===== config.mk =====
export PLATFORM = sky130hd
export DESIGN_NAME = sample_streamer
export DESIGN_NICKNAME = d
export VERILOG_FILES = /design/src/rtl/sample_streamer.sv
export SDC_FILE = /design/constraint.sdc
export NUM_CORES = 1
export LEC_CHECK = 0
export ABC_AREA = 1
export CAP_MARGIN = 20
export CORE_ASPECT_RATIO = 1.1
export CORE_MARGIN = 2
export CORE_UTILIZATION = 43
export CTS_BUF_LIST = sky130_fd_sc_hd__clkbuf_4 sky130_fd_sc_hd__clkbuf_8
export CTS_CLUSTER_SIZE = 30
export DETAILED_ROUTE_END_ITERATION = 6
export PLACE_DENSITY_LB_ADDON = 0.2
export SLEW_MARGIN = 20
export SYNTH_ARGS = -nofsm -noshare
export SYNTH_HDL_FRONTEND = slang
export SYNTH_SLANG_ARGS = --single-unit

===== constraint.sdc =====
create_clock -name CLK -period 3.3 [get_ports CLK]
set_input_delay 0.33 -clock CLK [delete_from_list [all_inputs] [get_ports CLK]]
set_output_delay 0.33 -clock CLK [all_outputs]
set_load 0.05 [all_outputs]

===== src/rtl/sample_streamer.sv =====
// Sample FIFO feeding a downstream averager; each sample is held valid for HOLD cycles.
// Optional sticky underrun flag enabled by defining SAMPLE_STREAMER_UNDERRUN_EN.
module sample_streamer #(
    parameter int WL    = 4,
    parameter int DEPTH = 8,
    parameter int HOLD  = 2
) (
    input  logic                   CLK,
    input  logic                   RST,
    input  logic                   wr_en,
    input  logic [WL-1:0]          wr_data,
    input  logic                   start,
    input  logic                   stop,
    output logic                   valid,
    output logic [WL-1:0]          dout,
    output logic                   full,
    output logic [$clog2(DEPTH):0] count,
    output logic                   busy,
    output logic                   underrun
);

    localparam int AW  = $clog2(DEPTH);
    localparam int CW  = AW + 1;
    localparam int HCW = $clog2(HOLD + 1);
    localparam logic [HCW-1:0] HOLD_L  = HCW'(HOLD);
    localparam logic [CW-1:0]  DEPTH_L = CW'(DEPTH);

    typedef enum logic [1:0] {
        ST_IDLE,
        ST_SEND,
        ST_HOLD
    } state_t;

    state_t          state, state_n;
    logic [WL-1:0]   mem [DEPTH];
    logic [AW-1:0]   rd_ptr, wr_ptr;
    logic [HCW-1:0]  hold_cnt, hold_n;
    logic            stop_lat, stop_n;
    logic            valid_n;
    logic [WL-1:0]   dout_n;
    logic [CW-1:0]   count_n;
    logic            full_n;
    logic            wr_acc;
    logic            pop;
    logic            have;
    logic            last;
    logic [WL-1:0]   head;
`ifdef SAMPLE_STREAMER_UNDERRUN_EN
    logic            und_set, und_clr;
`endif

    // Pop decisions use the pre-edge count, so a same-cycle write is never popped.
    assign wr_acc = wr_en && !full;
    assign have   = (count != '0);
    assign last   = (hold_cnt == HOLD_L);
    assign head   = mem[rd_ptr];

    always_ff @(posedge CLK) begin
        if (RST) state <= ST_IDLE;
        else     state <= state_n;
    end

    always_comb begin
        state_n = state;
        pop     = 1'b0;
        valid_n = valid;
        dout_n  = dout;
        hold_n  = hold_cnt;
        stop_n  = stop_lat;
`ifdef SAMPLE_STREAMER_UNDERRUN_EN
        und_set = 1'b0;
        und_clr = 1'b0;
`endif
        case (state)
            ST_IDLE: begin
                valid_n = 1'b0;
                stop_n  = 1'b0;
                if (start && have) begin
                    pop     = 1'b1;
                    dout_n  = head;
                    valid_n = 1'b1;
                    hold_n  = HCW'(1);
                    state_n = ST_SEND;
`ifdef SAMPLE_STREAMER_UNDERRUN_EN
                    und_clr = 1'b1;
`endif
                end
            end
            ST_SEND, ST_HOLD: begin
                if (last) begin
                    // A stop arriving on the final hold cycle still ends this sample.
                    stop_n = 1'b0;
                    if (stop_lat || stop) begin
                        valid_n = 1'b0;
                        state_n = ST_IDLE;
                    end else if (have) begin
                        pop     = 1'b1;
                        dout_n  = head;
                        hold_n  = HCW'(1);
                        state_n = ST_SEND;
                    end else begin
                        valid_n = 1'b0;
                        state_n = ST_IDLE;
`ifdef SAMPLE_STREAMER_UNDERRUN_EN
                        und_set = 1'b1;
`endif
                    end
                end else begin
                    hold_n  = hold_cnt + HCW'(1);
                    stop_n  = stop_lat || stop;
                    state_n = ST_HOLD;
                end
            end
            default: begin
                state_n = ST_IDLE;
                valid_n = 1'b0;
            end
        endcase
        count_n = count + CW'(wr_acc) - CW'(pop);
        full_n  = (count_n == DEPTH_L);
    end

    always_ff @(posedge CLK) begin
        if (RST) begin
            rd_ptr   <= '0;
            wr_ptr   <= '0;
            count    <= '0;
            full     <= 1'b0;
            hold_cnt <= '0;
            stop_lat <= 1'b0;
            valid    <= 1'b0;
            dout     <= '0;
            busy     <= 1'b0;
        end else begin
            rd_ptr   <= rd_ptr + AW'(pop);
            wr_ptr   <= wr_ptr + AW'(wr_acc);
            count    <= count_n;
            full     <= full_n;
            hold_cnt <= hold_n;
            stop_lat <= stop_n;
            valid    <= valid_n;
            dout     <= dout_n;
            busy     <= (state_n != ST_IDLE);
        end
    end

    always_ff @(posedge CLK) begin
        if (!RST && wr_acc) mem[wr_ptr] <= wr_data;
    end

`ifdef SAMPLE_STREAMER_UNDERRUN_EN
    always_ff @(posedge CLK) begin
        if (RST)          underrun <= 1'b0;
        else if (und_clr) underrun <= 1'b0;
        else if (und_set) underrun <= 1'b1;
    end
`else
    assign underrun = 1'b0;
`endif

endmodule


### The metal 1 layer, run 1

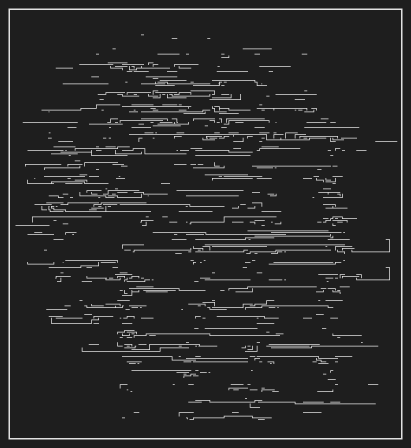
The layer carries 1,900 um of wire. 273 nets have wire on it. The layer holds 46% of the routed length. The longest straight run is 27.1 um. The wires run mostly horizontal.
met1 track demand over resource: 0.187
DR vias: 1,647
final WL: 4120 um

### Clock nets, run 1

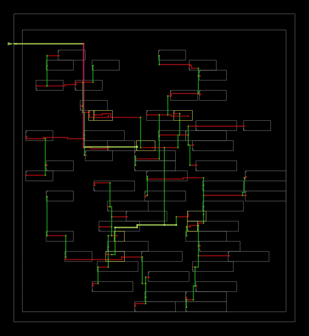
clock buffer count from CTS: 5
CTS Sinks: 54
Final Skew: 0.00533 ns
CLK BUF: 7

### M2 wires, run 1

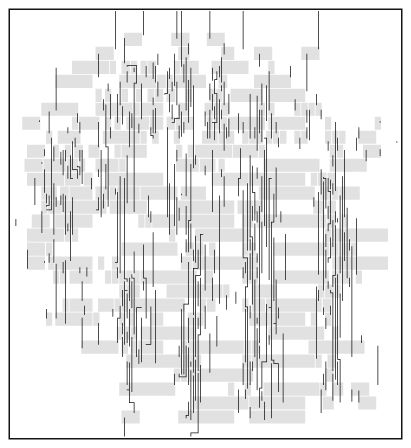
The layer carries 2,050 um of wire. The wires run mostly vertical. 227 nets have wire on it. The longest straight run is 26.9 um. The layer holds 50% of the routed length.
GR met2 Demand/Resource: 0.235

[run 1: sequential cells by signal, indices dropped and copies added, names as in the netlist]
| register | count |
|---|---|
| stop_lat | 1 |
| state | 2 |
| rd_ptr | 3 |
| hold_cnt | 2 |
| dout | 4 |
| count | 4 |
| busy | 1 |
| valid | 1 |
| wr_ptr | 3 |
| mem | 32 |
| full | 1 |
[run 1: logic make-up after synthesis]
family / share of synthesized area
buffers and inverters: 0.0775
adders and majority gates: 0.0643
AOI/OAI and AO/OA: 0.0204
xor gates and xnor gates: 0.0107
and+or+nand+nor: 0.254
DFF: 0.571
other: 0.00153
[run 1: report_power, final]
part           total [mW]  internal, mW  switching (mW)
clock network       0.359         0.165           0.195
logic               0.988         0.354           0.634
registers           0.904         0.808          0.0965
==> impl_metrics.py, run 1 <==
# Flow results
metrics = {
    "outcome": {
        "status": "complete, no violations",
    },
    "final_layout": {
        "final-clk-cell-share": 0.0316,
        "nNonClkBuffers": 20,
        "layout_top_cell": "nand2_1",
        "logic_area_um2": 862,
        "final_util": 0.511,
        "final_cells": 353,
        "drive_gt1_frac": 0.0935,
        "num_antenna_cells": 0,
        "area_growth_syn_to_layout_pct": 13.1,
        "final-nonclk-buf-share": 0.0713,
        "nFillCells": 501,
        "inverters": 33,
        "fin_area_mm2": 0.00277,
        "top_area_cell_class": "registers",
        "nets": 298,
        "ff_count": 54,
    },
    "clocking": {
        "clock_latency_ns": 0.30,
        "clock-root-buffer": "clkbuf_8",
        "postCtsSetupBuffers": 0,
        "tritoncts": "built",
        "clock_path_buffers": 2,
        "clk_pin_slew_ns": 0.08,
    },
    "timing": {
        "worst_slack_ns": 0.760,
        "max_freq_ghz": 0.394,
        "slew_violations": 0,
        "finalCritPeriodShare": 0.770,
        "rsz0062_at_grt": "no",
        "whs_ns": 0.501,
        "hold_viol_final": 0,
        "fin_setup_tns_ns": 0,
    },
    "global_routing": {
        "met3_usage": 0.0380,
        "grt_max_degree": 19,
        "grt_pass1_wl_um": 7260,
    },
    "min_path": {
        "hp-class": "reg -> reg",
        "whs_path_depth": 2,
        "hold_end": "valid",
    },
    "routing": {
        "ant_nets": 0,
        "met1_length_um": 1900,
        "drt_iter0_drc": 113,
        "drt_pass1_iterations": 4,
        "wl_met2_um": 2050,
        "drc": 0,
        "wl_met3_um": 136,
        "via_per_inst": 4.67,
    },
    "setup_path": {
        "cp-start-kind": "register",
        "cp_slowest_stage_delay_ns": 0.40,
        "cp_num_buf_inv": 4,
        "worst-setup-path-type": "reg -> reg",
        "slowest_stage": "ha_1",
        "cp_data_arrival_time_ns": 2.74,
        "path_cells": "inv_1, ha_1, nand4_1, a21oi_1, ha_1, inv_1, ha_1, inv_1, fa_1, xnor2_1, inv_1, nand3_1, nor2_1",
        "regToRegSetupSlack_ns": 0.76,
        "required_ns": 3.50,
        "path_common_cell": "inv_1",
        "crit_fanout": 7,
        "crit-reg2reg-launch": "state[1]",
        "startpoint": "state[1]",
    },
    "power_and_ir_drop": {
        "powerDensity_mw_per_mm2": 812,
        "power.total_mw": 2.25,
    },
    "yosys": {
        "async_flop_share": 0,
        "yosysMostFrequentCell": "nand2_1",
        "synthTopCellsByArea": "edfxtp_1 (39%), dfxtp_1 (18%), nand2_1 (8.7%), nand3_1 (6.3%), ha_1 (5.6%)",
        "top_area_frac": 0.392,
        "ff_type": "edfxtp_1",
        "synth.avg_cell_area_um2": 9.58,
        "largest_area_cell": "edfxtp_1",
        "ys_chip_area_mm2": 0.00245,
        "ys_top_cells_by_count": "nand2_1 (57), nor2_1 (36), edfxtp_1 (32)",
        "synth_area_mm2": 0.00245,
        "ys_seq_share": 0.571,
        "edf_count": 32,
        "netlist_instances": 256,
        "yosys_register_bits": 54,
    },
    "place": {
        "port_buffers": 19,
        "dpl_cell_area_mm2": 0.00269,
        "dp_hpwl_um": 3020,
        "gp_congestion": 0.840,
        "post-place-cells": 345,
    },
    "floorplan": {
        "die_area_mm2": 0.00633,
        "tap_cells": 75,
        "rows": 28,
        "io_pins": 21,
        "die_w_um": 76.0,
        "die_y_um": 83.2,
        "core_area_mm2": 0.00543,
        "fp_util": 0.452,
    },
    "flow_run": {
        "warning_count": 27,
    },
}
### Cell sizes after repair, run 1

Bar = 20 um.
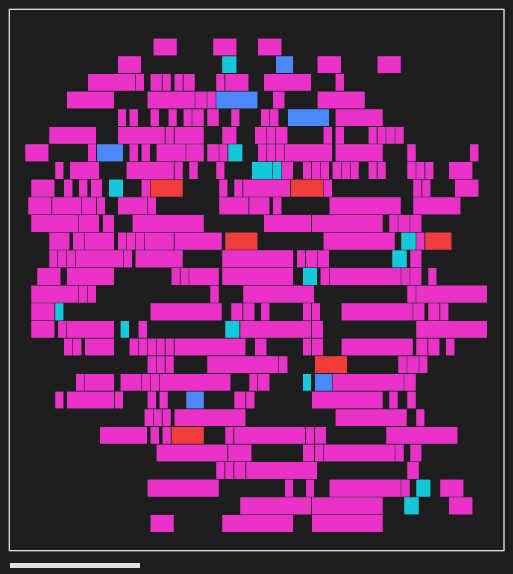

## Run 2: what changed since run 1
clock period = 2.6 ns   (was 3.3 ns; I/O delays follow)
### Cell sizes after repair, run 2

Bar = 20 um.
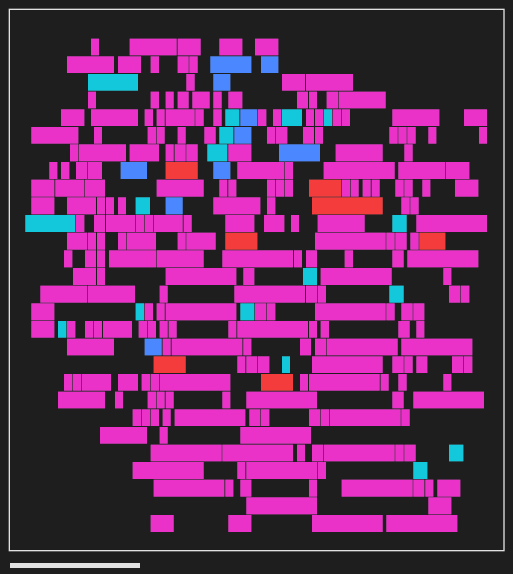
Magenta marks x1 and smaller, cells 248, share 88%. Cyan marks x2, cells 17, share 6.0%. Red marks x6 and larger, cells 7, share 2.5%. Blue marks x3 and x4, cells 10, share 3.5%.
Non-clock buffers: 24
area added between synthesis and finish: 15.6%
setup ws final: 0.196 ns
design area: 0.00284 mm^2

==> impl_metrics.py, run 2 <==
# Flow results
metrics = {
    "min_path": {
        "whs_path_depth": 2,
        "hp-class": "reg -> reg",
        "hold_end": "valid",
    },
    "yosys": {
        "synth_area_mm2": 0.00245,
        "synthTopCellsByArea": "edfxtp_1 (39%), dfxtp_1 (18%), nand2_1 (8.7%), nand3_1 (6.3%), ha_1 (5.6%)",
        "ys_seq_share": 0.571,
        "yosysMostFrequentCell": "nand2_1",
        "ys_top_cells_by_count": "nand2_1 (57), nor2_1 (36), edfxtp_1 (32)",
        "largest_area_cell": "edfxtp_1",
        "async_flop_share": 0,
        "yosys_register_bits": 54,
        "ff_type": "edfxtp_1",
        "ys_chip_area_mm2": 0.00245,
        "top_area_frac": 0.392,
        "netlist_instances": 256,
    },
    "power_and_ir_drop": {
        "swShare": 0.404,
        "powerDensity_mw_per_mm2": 1060,
        "p_seq_mw": 1.15,
        "p_int_mw": 1.79,
        "pg_comb_mw": 1.29,
        "seqPwrFrac": 0.383,
        "p_clk_mw": 0.565,
        "comb_power_share": 0.429,
        "power.switching_mw": 1.21,
    },
    "timing": {
        "fin_skew_ns": 0.0116,
        "max_freq_ghz": 0.416,
        "slew_violations": 0,
        "hold_viol_final": 0,
        "finalCritPeriodShare": 0.924,
    },
    "clocking": {
        "clock-root-buffer": "clkbuf_8",
        "clk_pin_slew_ns": 0.09,
        "clock_latency_ns": 0.31,
        "cts.sinks": 54,
        "postCtsSetupBuffers": 0,
        "tritoncts": "built",
    },
    "final_layout": {
        "logic_area_um2": 866,
        "largest_reg_flops": 32,
        "largest_register": "mem",
        "final-nonclk-buf-share": 0.0803,
        "top_area_cell_class": "registers",
        "top_regs": "mem: 32 flops, count: 4 flops, dout: 4 flops",
        "ff_count": 54,
        "final_cells": 357,
        "nFillCells": 508,
        "final_util": 0.522,
        "inverters": 33,
        "clock_buffers": 5,
        "num_antenna_cells": 0,
        "drive_gt1_frac": 0.121,
        "nets": 302,
        "final-clk-cell-share": 0.0401,
        "layout_top_cell": "nand2_1",
    },
    "global_routing": {
        "grt_max_degree": 19,
        "met3_usage": 0.0326,
        "grt_use_met2": 0.265,
    },
    "routing": {
        "drt_pass1_iterations": 6,
        "drt_iter0_drc": 89,
        "via_per_inst": 4.62,
        "wl_met2_um": 2140,
        "ant_nets": 0,
        "drc": 0,
        "met1_length_um": 2070,
        "wl_met3_um": 123,
    },
    "setup_path": {
        "slowest_stage": "fa_1",
        "cp-start-kind": "register",
        "crit-reg2reg-launch": "count[2]",
        "crit_fanout": 5,
        "cp_slowest_stage_delay_ns": 0.38,
        "required_ns": 2.80,
        "startpoint": "count[2]",
        "path_common_cell": "inv_1",
        "endpoint_kind": "register",
        "path_cells": "inv_1, ha_1, nand2_4, nand4_1, a21oi_2, ha_1, inv_1, ha_1, inv_1, fa_1, xnor2_1, inv_1, nand3_1, nor2_1",
    },
    "outcome": {
        "status": "complete, no violations",
    },
    "place": {
        "dp_hpwl_um": 3160,
        "dpl_cell_area_mm2": 0.00270,
        "post-place-cells": 347,
    },
    "floorplan": {
        "die_y_um": 83.2,
        "fp_util": 0.452,
        "tap_cells": 75,
        "io_pins": 21,
        "core_area_mm2": 0.00543,
        "die_w_um": 76.0,
    },
    "flow_run": {
        "warning_count": 27,
    },
}
### The metal 1 layer, run 2

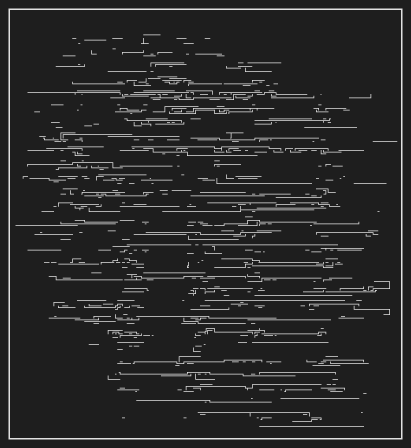
The layer holds 47% of the routed length. 275 nets have wire on it. The layer carries 2,070 um of wire. The wires run mostly horizontal. The longest straight run is 27.1 um.
final WL: 4380 um
DR vias: 1,650
met1 track demand over resource: 0.182

==> run 2: cell count changes in the layout (fill, tap and decap cells not counted), sizes merged <==
cell | previous run | this run
buf | 1 | 5
clkbuf | 7 | 5
clkinvlp | 0 | 2
bufinv | 0 | 1
clkinv | 1 | 0
==> run 2: logic make-up after synthesis <==
group                    share of synthesized area
AND/OR/NAND/NOR                              0.254
flip-flops                                   0.571
buffers and inverters                       0.0775
adder cells (fa/ha/maj)                     0.0643
AND-OR/OR-AND                               0.0204
XOR/XNOR                                    0.0107
other                                      0.00153
==> run 2: per-stage QoR <==
step	hold WS, ns	total power, mW	TNS, ns
4_1_cts	0.503	3.01	0
2_1_floorplan	0.329	2.17	0
5_1_grt	0.543	3.26	-0.00826
3_3_place_gp	0.473	2.44	0
6_report	0.492	3.00	0
3_5_place_dp	0.483	2.45	0
Power and IR drop assume default switching activity.
